### src/rtl/cmul_pkg.sv
// Shared types, widths and saturation helper for the complex-multiply sequencer.
package cmul_pkg;

  localparam int DATA_W    = 16;
  localparam int FRAC_BITS = 15;
  localparam int PROD_W    = 2 * DATA_W;
  localparam int ACC_W     = PROD_W + 1;

  typedef enum logic [2:0] {
    IDLE,
    M0,
    M1,
    M2,
    M3,
    OUT
  } cmul_state_t;

  typedef struct packed {
    logic [DATA_W-1:0] val;
    logic              clip;
  } sat_t;

  // Takes an already scaled accumulator value and clips it to the DATA_W signed range.
  function automatic sat_t sat_q15(input logic signed [ACC_W-1:0] acc);
    logic signed [ACC_W-1:0] max_v;
    logic signed [ACC_W-1:0] min_v;
    sat_t                    r;
    max_v = '0;
    max_v[DATA_W-2:0] = '1;
    min_v = '1;
    min_v[DATA_W-2:0] = '0;
    if (acc > max_v) begin
      r.val  = max_v[DATA_W-1:0];
      r.clip = 1'b1;
    end else if (acc < min_v) begin
      r.val  = min_v[DATA_W-1:0];
      r.clip = 1'b1;
    end else begin
      r.val  = acc[DATA_W-1:0];
      r.clip = 1'b0;
    end
    return r;
  endfunction

endpackage

### src/rtl/cmul_sequencer_mul16s.sv
// Combinational signed DATA_W x DATA_W multiplier shared by all product terms.
module mul16s #(
  parameter int DATA_W = 16
) (
  input  logic signed [DATA_W-1:0]   a,
  input  logic signed [DATA_W-1:0]   b,
  output logic signed [2*DATA_W-1:0] p
);

  assign p = a * b;

endmodule

### src/rtl/cmul_sequencer.sv
// Time-multiplexed Q1.15 complex multiplier: one shared multiplier, four cycles per product.
// Build option: define CMUL_ROUND_EN for round-half-up before scaling (default truncates).
module cmul_sequencer
  import cmul_pkg::*;
#(
  parameter int DATA_W    = 16,
  parameter int FRAC_BITS = 15
) (
  input  logic              clk,
  input  logic              rst,
  input  logic              in_valid,
  output logic              in_ready,
  input  logic [DATA_W-1:0] a_re,
  input  logic [DATA_W-1:0] a_im,
  input  logic [DATA_W-1:0] b_re,
  input  logic [DATA_W-1:0] b_im,
  output logic              out_valid,
  input  logic              out_ready,
  output logic [DATA_W-1:0] y_re,
  output logic [DATA_W-1:0] y_im,
  output logic              ovf
);

  localparam int PW = 2 * DATA_W;
  localparam int AW = PW + 1;

  cmul_state_t state, state_nxt;

  logic signed [DATA_W-1:0] ar_q, ai_q, br_q, bi_q;
  logic signed [DATA_W-1:0] mul_a, mul_b;
  logic signed [PW-1:0]     prod;
  logic signed [AW-1:0]     prod_x;
  logic signed [AW-1:0]     acc_re, acc_im, acc_im_nxt;
  logic signed [AW-1:0]     re_rnd, im_rnd, re_sh, im_sh;
  sat_t                     sat_re, sat_im;
  logic                     accept;

  mul16s #(
    .DATA_W(DATA_W)
  ) u_mul (
    .a(mul_a),
    .b(mul_b),
    .p(prod)
  );

  assign prod_x    = {prod[PW-1], prod};
  assign out_valid = (state == OUT);
  assign accept    = in_valid && in_ready;

  always_comb begin
    state_nxt = state;
    in_ready  = 1'b0;
    mul_a     = ar_q;
    mul_b     = br_q;
    case (state)
      IDLE: begin
        in_ready = 1'b1;
        if (in_valid) state_nxt = M0;
      end
      M0: begin
        mul_a     = ar_q;
        mul_b     = br_q;
        state_nxt = M1;
      end
      M1: begin
        mul_a     = ai_q;
        mul_b     = bi_q;
        state_nxt = M2;
      end
      M2: begin
        mul_a     = ar_q;
        mul_b     = bi_q;
        state_nxt = M3;
      end
      M3: begin
        mul_a     = ai_q;
        mul_b     = br_q;
        state_nxt = OUT;
      end
      OUT: begin
        in_ready = out_ready;
        if (out_ready) state_nxt = in_valid ? M0 : IDLE;
      end
      default: state_nxt = IDLE;
    endcase
    if (rst) in_ready = 1'b0;
  end

  // The imaginary sum is formed combinationally in M3 so the result registers in the same edge.
  always_comb begin
    acc_im_nxt = acc_im + prod_x;
`ifdef CMUL_ROUND_EN
    re_rnd = acc_re + (AW'(1) <<< (FRAC_BITS - 1));
    im_rnd = acc_im_nxt + (AW'(1) <<< (FRAC_BITS - 1));
`else
    re_rnd = acc_re;
    im_rnd = acc_im_nxt;
`endif
    re_sh  = re_rnd >>> FRAC_BITS;
    im_sh  = im_rnd >>> FRAC_BITS;
    sat_re = sat_q15(re_sh);
    sat_im = sat_q15(im_sh);
  end

  always_ff @(posedge clk) begin
    if (rst) begin
      state  <= IDLE;
      ar_q   <= '0;
      ai_q   <= '0;
      br_q   <= '0;
      bi_q   <= '0;
      acc_re <= '0;
      acc_im <= '0;
      y_re   <= '0;
      y_im   <= '0;
      ovf    <= 1'b0;
    end else begin
      state <= state_nxt;
      if (accept) begin
        ar_q   <= a_re;
        ai_q   <= a_im;
        br_q   <= b_re;
        bi_q   <= b_im;
        acc_re <= '0;
        acc_im <= '0;
      end
      case (state)
        M0: acc_re <= prod_x;
        M1: acc_re <= acc_re - prod_x;
        M2: acc_im <= prod_x;
        M3: begin
          acc_im <= acc_im_nxt;
          y_re   <= sat_re.val;
          y_im   <= sat_im.val;
          ovf    <= sat_re.clip | sat_im.clip;
        end
        default: ;
      endcase
    end
  end

endmodule

### config.mk
export PLATFORM = sky130hd
export DESIGN_NAME = cmul_sequencer
export DESIGN_NICKNAME = d
export VERILOG_FILES = /design/src/rtl/cmul_pkg.sv /design/src/rtl/cmul_sequencer_mul16s.sv /design/src/rtl/cmul_sequencer.sv
export SDC_FILE = /design/constraint.sdc
export NUM_CORES = 1
export LEC_CHECK = 0
export ABC_CLOCK_PERIOD_IN_PS = 15750
export CORE_MARGIN = 5
export CORE_UTILIZATION = 69
export CTS_BUF_LIST = sky130_fd_sc_hd__clkbuf_2 sky130_fd_sc_hd__clkbuf_4 sky130_fd_sc_hd__clkbuf_8
export DETAILED_ROUTE_END_ITERATION = 8
export PLACE_DENSITY_LB_ADDON = 0.2
export SETUP_SLACK_MARGIN = 0.1
export SLEW_MARGIN = 5
export SYNTH_ARGS = -nofsm -noshare
export SYNTH_HDL_FRONTEND = slang
export SYNTH_SLANG_ARGS = --single-unit
### constraint.sdc
create_clock -name clk -period 15.75 [get_ports clk]
set_clock_uncertainty 0.1 [all_clocks]
set_input_delay 2.3625 -clock clk [delete_from_list [all_inputs] [get_ports clk]]
set_output_delay 2.3625 -clock clk [all_outputs]
set_load 0.02 [all_outputs]
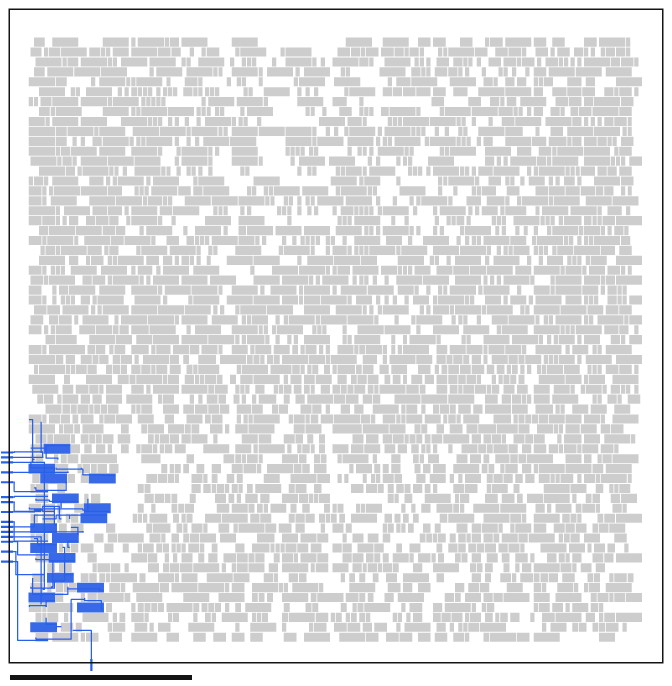
Run 1: port wiring
Scale bar: 50 um.
color	port	bits	direction	end cells	buffers	wire
blue	y_im	16	output	16	16	561 um
number of buffer cells added on primary ports: 102
Boundary Pins: 103

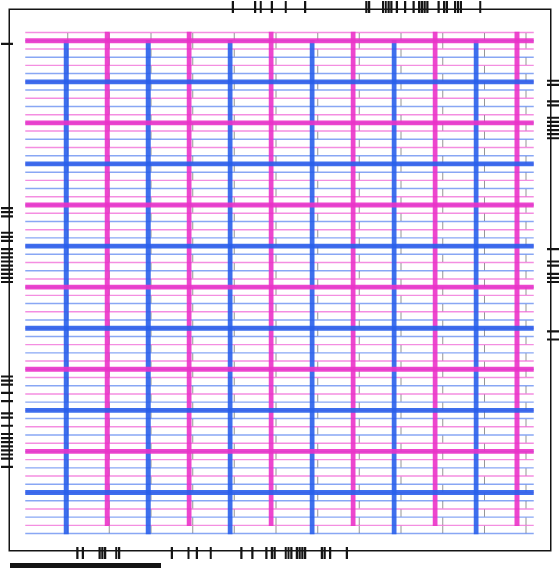
Run 1: floorplan with the power grid
Scale bar: 50 um. Pins as bars on the die edge. Tap cells in gray.
color	net
blue	VSS
magenta	VDD
signal pins	103
met5 straps	12
tap cells	378
rows	61

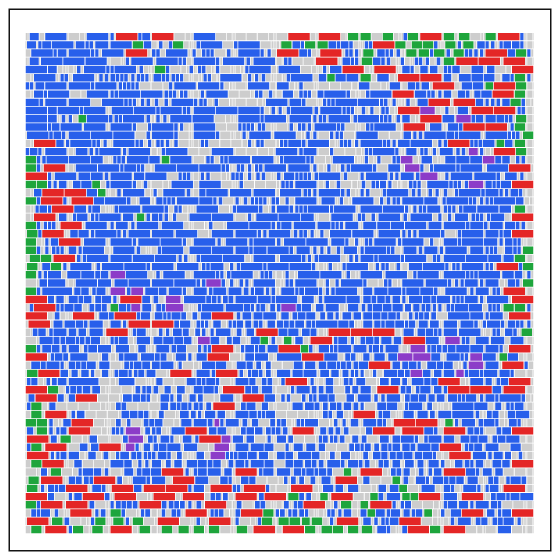
Run 1: placement by cell class
Fill, decap, tap and diode cells in gray.
color	class	cells	share of their area
blue	combinational and other logic	2054	77%
red	flops	166	16%
green	other buffers and delay cells	126	5.7%
purple	clock drivers and dummy loads	32	1.9%

==> flow_metrics.rpt, run 1 <==
=== SYNTHESIS / PLACE & ROUTE SUMMARY ===
----------------------------------------------------
[Setup path]
  R2R Path Start ........................ state[2]
  Peak fanout along the critical path ........................ 31
  Highest cell delay on the worst timing path ........................ 0.99 ns
  Timing startpoint of the critical path ........................ state[2]
  End of the worst register-to-register path ........................ y_im[10]

[Timing]
  Final slew viol count ........................ 0
  Number of endpoints with negative hold slack in the final report ........................ 0
  Unrepaired setup endpoints after global routing ........................ false

[Global route]
  M2 GR Usage ........................ 57.7%
  Total congestion overflow ........................ 0

[Synthesis]
  Gate Count Post-Synth ........................ 2311
  Proportion of netlist area held by the largest area contributor ........................ 26.9%
  Part of the Yosys area used for sequential elements ........................ 16.9%
  Yosys warning tally ........................ 0
  Post-synthesis async set-or-reset flop share ........................ 0%
  Synth Flop Type ........................ sky130_fd_sc_hd__dfxtp_1
  Top comb family, area ........................ adder cells
  Most used standard cell by instance count after synthesis ........................ sky130_fd_sc_hd__inv_1
  Cell Area, Synth ........................ 19700 um^2
  Share of synthesized area spent on multiplexers ........................ 3.22%

[Route]
  Met3 WL ........................ 5280 um
  Total Routed Length ........................ 55500 um

[Die]
  Floorplan core density ........................ 70.4%
  Die outline height ........................ 179 um

[Hold path]
  Hold Path Class ........................ register to register

[Clocking]
  Clk ins delay skew pair ........................ 0.51 ns
  Clk sinks ........................ 166
  CTS clk-pin slew, worst paths ........................ 0.11 ns
  Setup fix buffers added after clock tree synthesis ........................ 0

[Power]
  Relative contribution of sequential cells to total power ........................ 17.8%
  Switching fraction of total power ........................ 52.0%
  Portion of total power attributed to combinational logic ........................ 71.3%
  Part of the total power dissipated in the clock network ........................ 10.9%
  Seq. pwr ........................ 0.533 mW

[Placement]
  Number of placed instances, taps included ........................ 2724

[Cells and area]
  Proportion of layout cells with a drive suffix above 1 ........................ 4.58%
  Synth-to-Final Area Change ........................ 8.95%

[Run status]
  Result of the run ........................ complete, no violations

[Run]
  Max_cap viols ........................ 0

----------------------------------------------------
[run 1: flip-flops by register name (all words and copies together) (netlist names)]
signal / flops
br_q: 16
ai_q: 16
acc_im: 33
ar_q: 16
ovf: 1
y_im: 16
y_re: 16
acc_re: 33
state: 3
bi_q: 16
[run 1: area by class of cell]
type	count	area share, %
Multi-Input combinational cell	1707	68.7
Sequential cell	166	15.5
Inverter	347	6.08
Timing Repair Buffer	126	5.60
Tap cell	378	2.21
Clock buffer	17	1.09
Clock inverter	15	0.765
[run 1: stage by stage]
step / setup slack, ns / utilization [%] / instance area, um^2
CTS: 3.70 / 76.7 / 21400
floorplan: 5.24 / - / 19700
global route: 2.81 / 76.7 / 21400
detailed placement: 3.74 / 75.3 / 21000
global placement: 4.09 / 75.3 / 21000
finish: 3.45 / 76.7 / 21400
Run 1, routed metal per tile:
36 x 36 tiles, from dark blue (low) to red (high), scaled to the fullest tile. Values are wire area over tile area, all layers added.
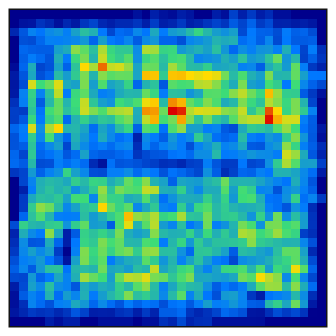

==> run 2, diff against run 1 <==
ABC_CLOCK_PERIOD_IN_PS = 12000   (was 15750)
CORE_UTILIZATION = 64   (was 69)
clock period = 12 ns   (was 15.75 ns; I/O delays follow)
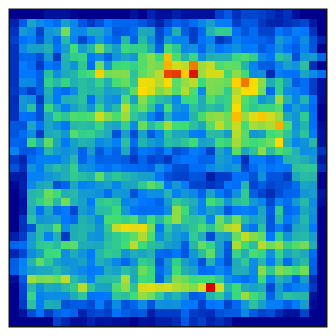
Run 2: routed metal per tile
37 x 37 tiles, from dark blue (low) to red (high), scaled to the fullest tile. Values are wire area over tile area, all layers added.
densest ninth of the die	top middle
tiles over half the peak	15%
nearly empty tiles	4.7%

==> run 2 against run 1 <==
  * Register-to-register slack got worse by 2.8 ns
  * Via count decreased by 1.7%
  * Sequential cell count unchanged
  * Clock-buffer cell count unchanged
  * Global-route usage decreased by 2.8 points
  * Final area increased by 0.63%
==> flow_metrics.rpt, run 2 <==
=== SYNTHESIS / PLACE & ROUTE SUMMARY ===
----------------------------------------------------
[Cells and area]
  Combinational fraction of the cell area ........................ 68.3%
  Non-clk invs ........................ 347
  Synth-to-Final Area Change ........................ 9.63%
  Total of clock buffers placed in the layout ........................ 17
  Total number of multi-input combinational cells ........................ 1707
  Largest cell class ........................ logic gates
  Clock-cell share of area ........................ 1.89%
  Seq cells ........................ 166

[Die]
  N_taps ........................ 396
  Boundary Pins ........................ 103
  Floorplan core density ........................ 64.6%

[Setup path]
  Highest cell delay on the worst timing path ........................ 0.84 ns
  Peak fanout along the critical path ........................ 21

[Placement]
  Number of placed instances, taps included ........................ 2755
  Number of buffer cells added on primary ports ........................ 102
  Worst slack, placed ........................ 0.827 ns
  Placed inst area ........................ 21100 um^2

[Timing]
  Final slew viol count ........................ 0
  Number of endpoints with negative hold slack in the final report ........................ 0
  Unrepaired setup endpoints after global routing ........................ false

[Synthesis]
  Gate Count Post-Synth ........................ 2311
  Yosys warning tally ........................ 0
  Proportion of netlist area held by the largest area contributor ........................ 26.9%
  Part of the Yosys area used for sequential elements ........................ 16.9%
  Cell Area, Synth ........................ 19700 um^2
  Post-synthesis async set-or-reset flop share ........................ 0%

[Route]
  Met3 WL ........................ 4410 um
  Total Routed Length ........................ 55100 um

[Run status]
  Result of the run ........................ complete, no violations

[Clocking]
  CTS clk-pin slew, worst paths ........................ 0.12 ns
  Clk sinks ........................ 166
  Setup fix buffers added after clock tree synthesis ........................ 0
  Clk ins delay skew pair ........................ 0.53 ns

[Power]
  Seq. pwr ........................ 0.687 mW
  Portion of total power attributed to combinational logic ........................ 71.2%
  Part of the total power dissipated in the clock network ........................ 11.1%

[Run]
  Max_cap viols ........................ 0

[Global route]
  M2 GR Usage ........................ 53.5%
  Total congestion overflow ........................ 0

[Hold path]
  Hold Path Class ........................ register to register

----------------------------------------------------
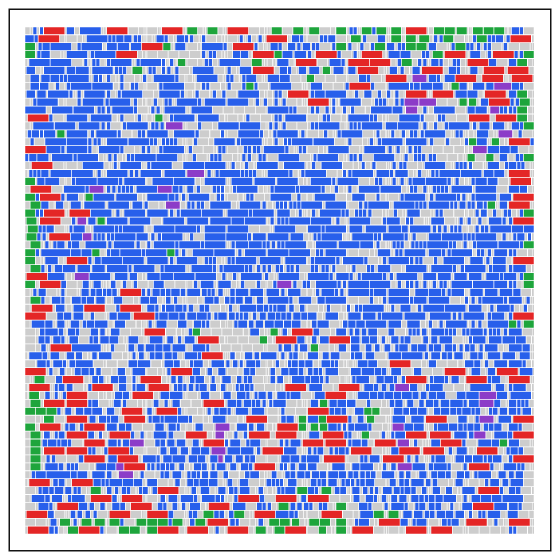
Run 2: placement by cell class
Fill, decap, tap and diode cells in gray.
color	class	cells	share of their area
blue	combinational and other logic	2054	76%
red	flops	166	16%
purple	clock drivers and dummy loads	32	1.9%
green	other buffers and delay cells	139	6.2%
Cell Rows: 64
post-layout utilization of the core: 70.8%
finished layout cell area: 21600 um^2

-- run 2: cell counts after synthesis --
No cell type changed its count.
-- run 2: final timing paths --
kind | start | endpoint | slack, ns
worst max-delay path | state[0] | y_im[11] | 0.66
worst min-delay path | y_re[5] | y_re[5] | 0.36
worst max register to register | state[0] | y_im[11] | 0.66
worst min register to register | y_re[5] | y_re[5] | 0.36
-- run 2: logic make-up after synthesis --
kind of cell               Yosys count  synth area share (%)
buffers and inverters              438                  8.38
adders and majority gates          413                  36.4
AOI/OAI and AO/OA                  398                  13.8
muxes                               60                  3.22
and+or+nand+nor                    743                  16.9
xor gates and xnor gates            93                  4.44
DFF                                166                  16.9
Run 2, placement view:
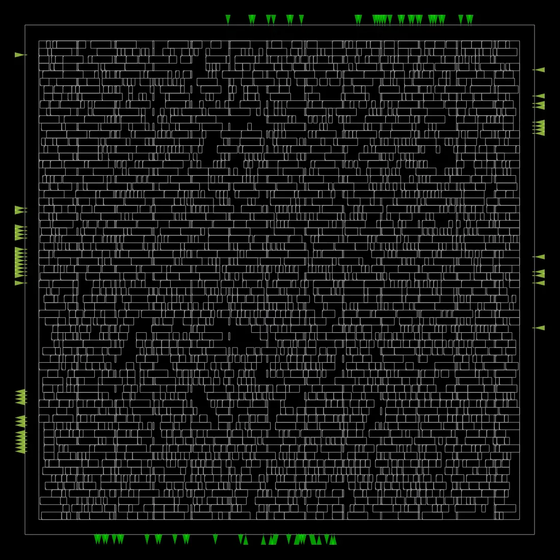

==> run 3, diff against run 2 <==
CELL_PAD_IN_SITES_DETAIL_PLACEMENT = 0   (was unset)
CELL_PAD_IN_SITES_GLOBAL_PLACEMENT = 1   (was unset)
CORE_UTILIZATION = 49   (was 64)
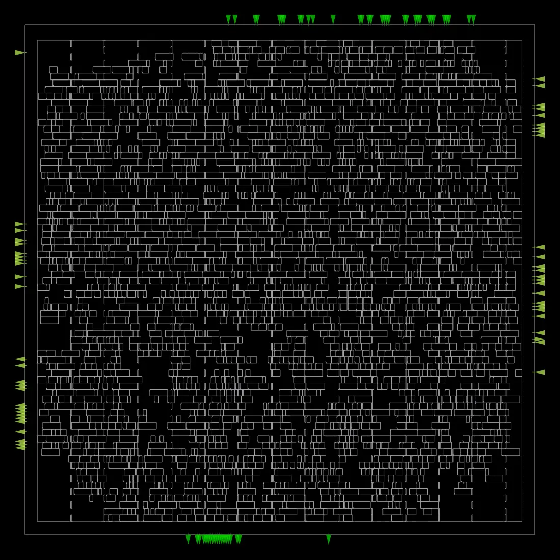
Run 3: placement view
Seq cells: 166
area inside the core boundary: 39700 um^2
Filler Cell Count: 3765
fraction of standard cell area that is sequential: 15.2%
non-filler cells in the finished layout: 2921

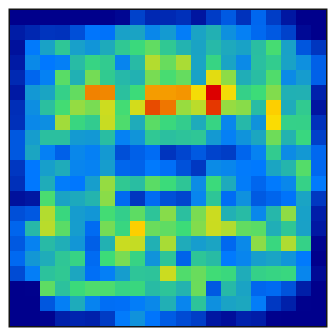
Run 3: routed metal per tile
21 x 21 tiles, from dark blue (low) to red (high), scaled to the fullest tile. Values are wire area over tile area, all layers added.
densest ninth of the die	top middle
tiles over half the peak	19%
mean over tiles	0.20
nearly empty tiles	6.3%
global router's overall resource usage: 24.8%
overall via count from detail_route: 16400
detail-routed net length per standard cell: 18.6 um

==> run 3 against run 2 <==
  * Final cell count grew 4.8%
  * Hold slack better by 0.0027 ns
  * Sequential power barely moved
  * Setup slack improved by 0.27 ns
  * Global-route usage down 8.0 points
  * Critical path depth increased by 1
  * Sequential cell count unchanged
  * Synthesized cell count unchanged
  * Final area grew 1.2%
  * Maximum frequency is 2.4% higher
  * Largest cell class unchanged
  * Largest power group unchanged
  * Highest routed layer unchanged
==> flow_metrics.rpt, run 3 <==
=== SYNTHESIS / PLACE & ROUTE SUMMARY ===
----------------------------------------------------
[Synthesis]
  Proportion of netlist area held by the largest area contributor ........................ 26.9%
  Cell Area, Synth ........................ 19700 um^2
  Simple Share, Synth ........................ 16.9%
  Parity-gate share of the synthesized area counting xor and xnor cells ........................ 4.44%
  Most used standard cell by instance count after synthesis ........................ sky130_fd_sc_hd__inv_1
  Yosys warning tally ........................ 0
  Fraction of the mapped netlist area in compound gates ........................ 13.8%
  Top comb family, area ........................ adder cells
  Part of the Yosys area used for sequential elements ........................ 16.9%

[Placement]
  Placed inst area ........................ 21300 um^2
  Number of buffer cells added on primary ports ........................ 102
  Worst slack, placed ........................ 1.06 ns

[Cells and area]
  Count of buffers not belonging to the clock network in the layout ........................ 143
  Clock-cell share of area ........................ 2.17%
  Synth-to-Final Area Change ........................ 10.9%
  Largest cell class ........................ logic gates
  Finished layout cell area ........................ 21800 um^2
  NonClk Buf Share ........................ 6.08%
  Total number of multi-input combinational cells ........................ 1707
  Leading registers by flop count ........................ acc_im: 33 flops, acc_re: 33 flops

[Clocking]
  Clk sinks ........................ 166
  Setup fix buffers added after clock tree synthesis ........................ 0
  CTS clk-pin slew, worst paths ........................ 0.10 ns
  Clk ins delay skew pair ........................ 0.55 ns

[Die]
  Die outline height ........................ 210 um
  Cell Rows ........................ 73
  Floorplan core density ........................ 49.5%
  Boundary Pins ........................ 103

[Global route]
  M2 GR Usage ........................ 39.0%

[Route]
  Met3 WL ........................ 3390 um

[Setup path]
  Timing startpoint of the critical path ........................ state[2]
  End of the worst register-to-register path ........................ y_im[14]
  R2R Path Start ........................ state[2]
  Register-to-register setup slack ........................ 0.93 ns
  Peak fanout along the critical path ........................ 18
  Setup crit end ........................ y_im[14]
  Highest cell delay on the worst timing path ........................ 0.93 ns

[Hold path]
  End of the worst hold path ........................ acc_re[3]
  Startpoint of the lowest-slack hold path ........................ acc_re[3]

[Timing]
  Number of endpoints with negative hold slack in the final report ........................ 0
  Worst Setup Slack, final ........................ 0.927 ns
  Final slew viol count ........................ 0

[Run]
  Max_cap viols ........................ 0

[Run status]
  Result of the run ........................ complete, no violations

----------------------------------------------------
## run 3: kinds of logic (layout without fill, tap and decap cells)
group | Yosys count | after routing
adder cells (fa/ha/maj) | 413 | 413
flip-flops | 166 | 166
multiplexers | 60 | 60
AND/OR/NAND/NOR | 743 | 743
buffers and inverters | 438 | 522
XOR/XNOR | 93 | 93
other | 0 | 1
AND-OR/OR-AND | 398 | 398
## run 3: through the flow
| stage | std cells | util, % |
|---|---|---|
| after floorplan | 2311 | - |
| after global placement | 2888 | 53.7 |
| after detailed placement | 2888 | 53.7 |
| after CTS | 2920 | 54.9 |
| after global routing | 2920 | 54.9 |
| final | 2921 | 54.9 |
## run 3: where the power goes
part	switching (mW)	leakage, nW	internal (mW)
clock network	0.249	0.237	0.253
logic	1.66	8.91	1.12
registers	0.0601	1.35	0.626
Power is estimated from default activity; no workload was simulated.
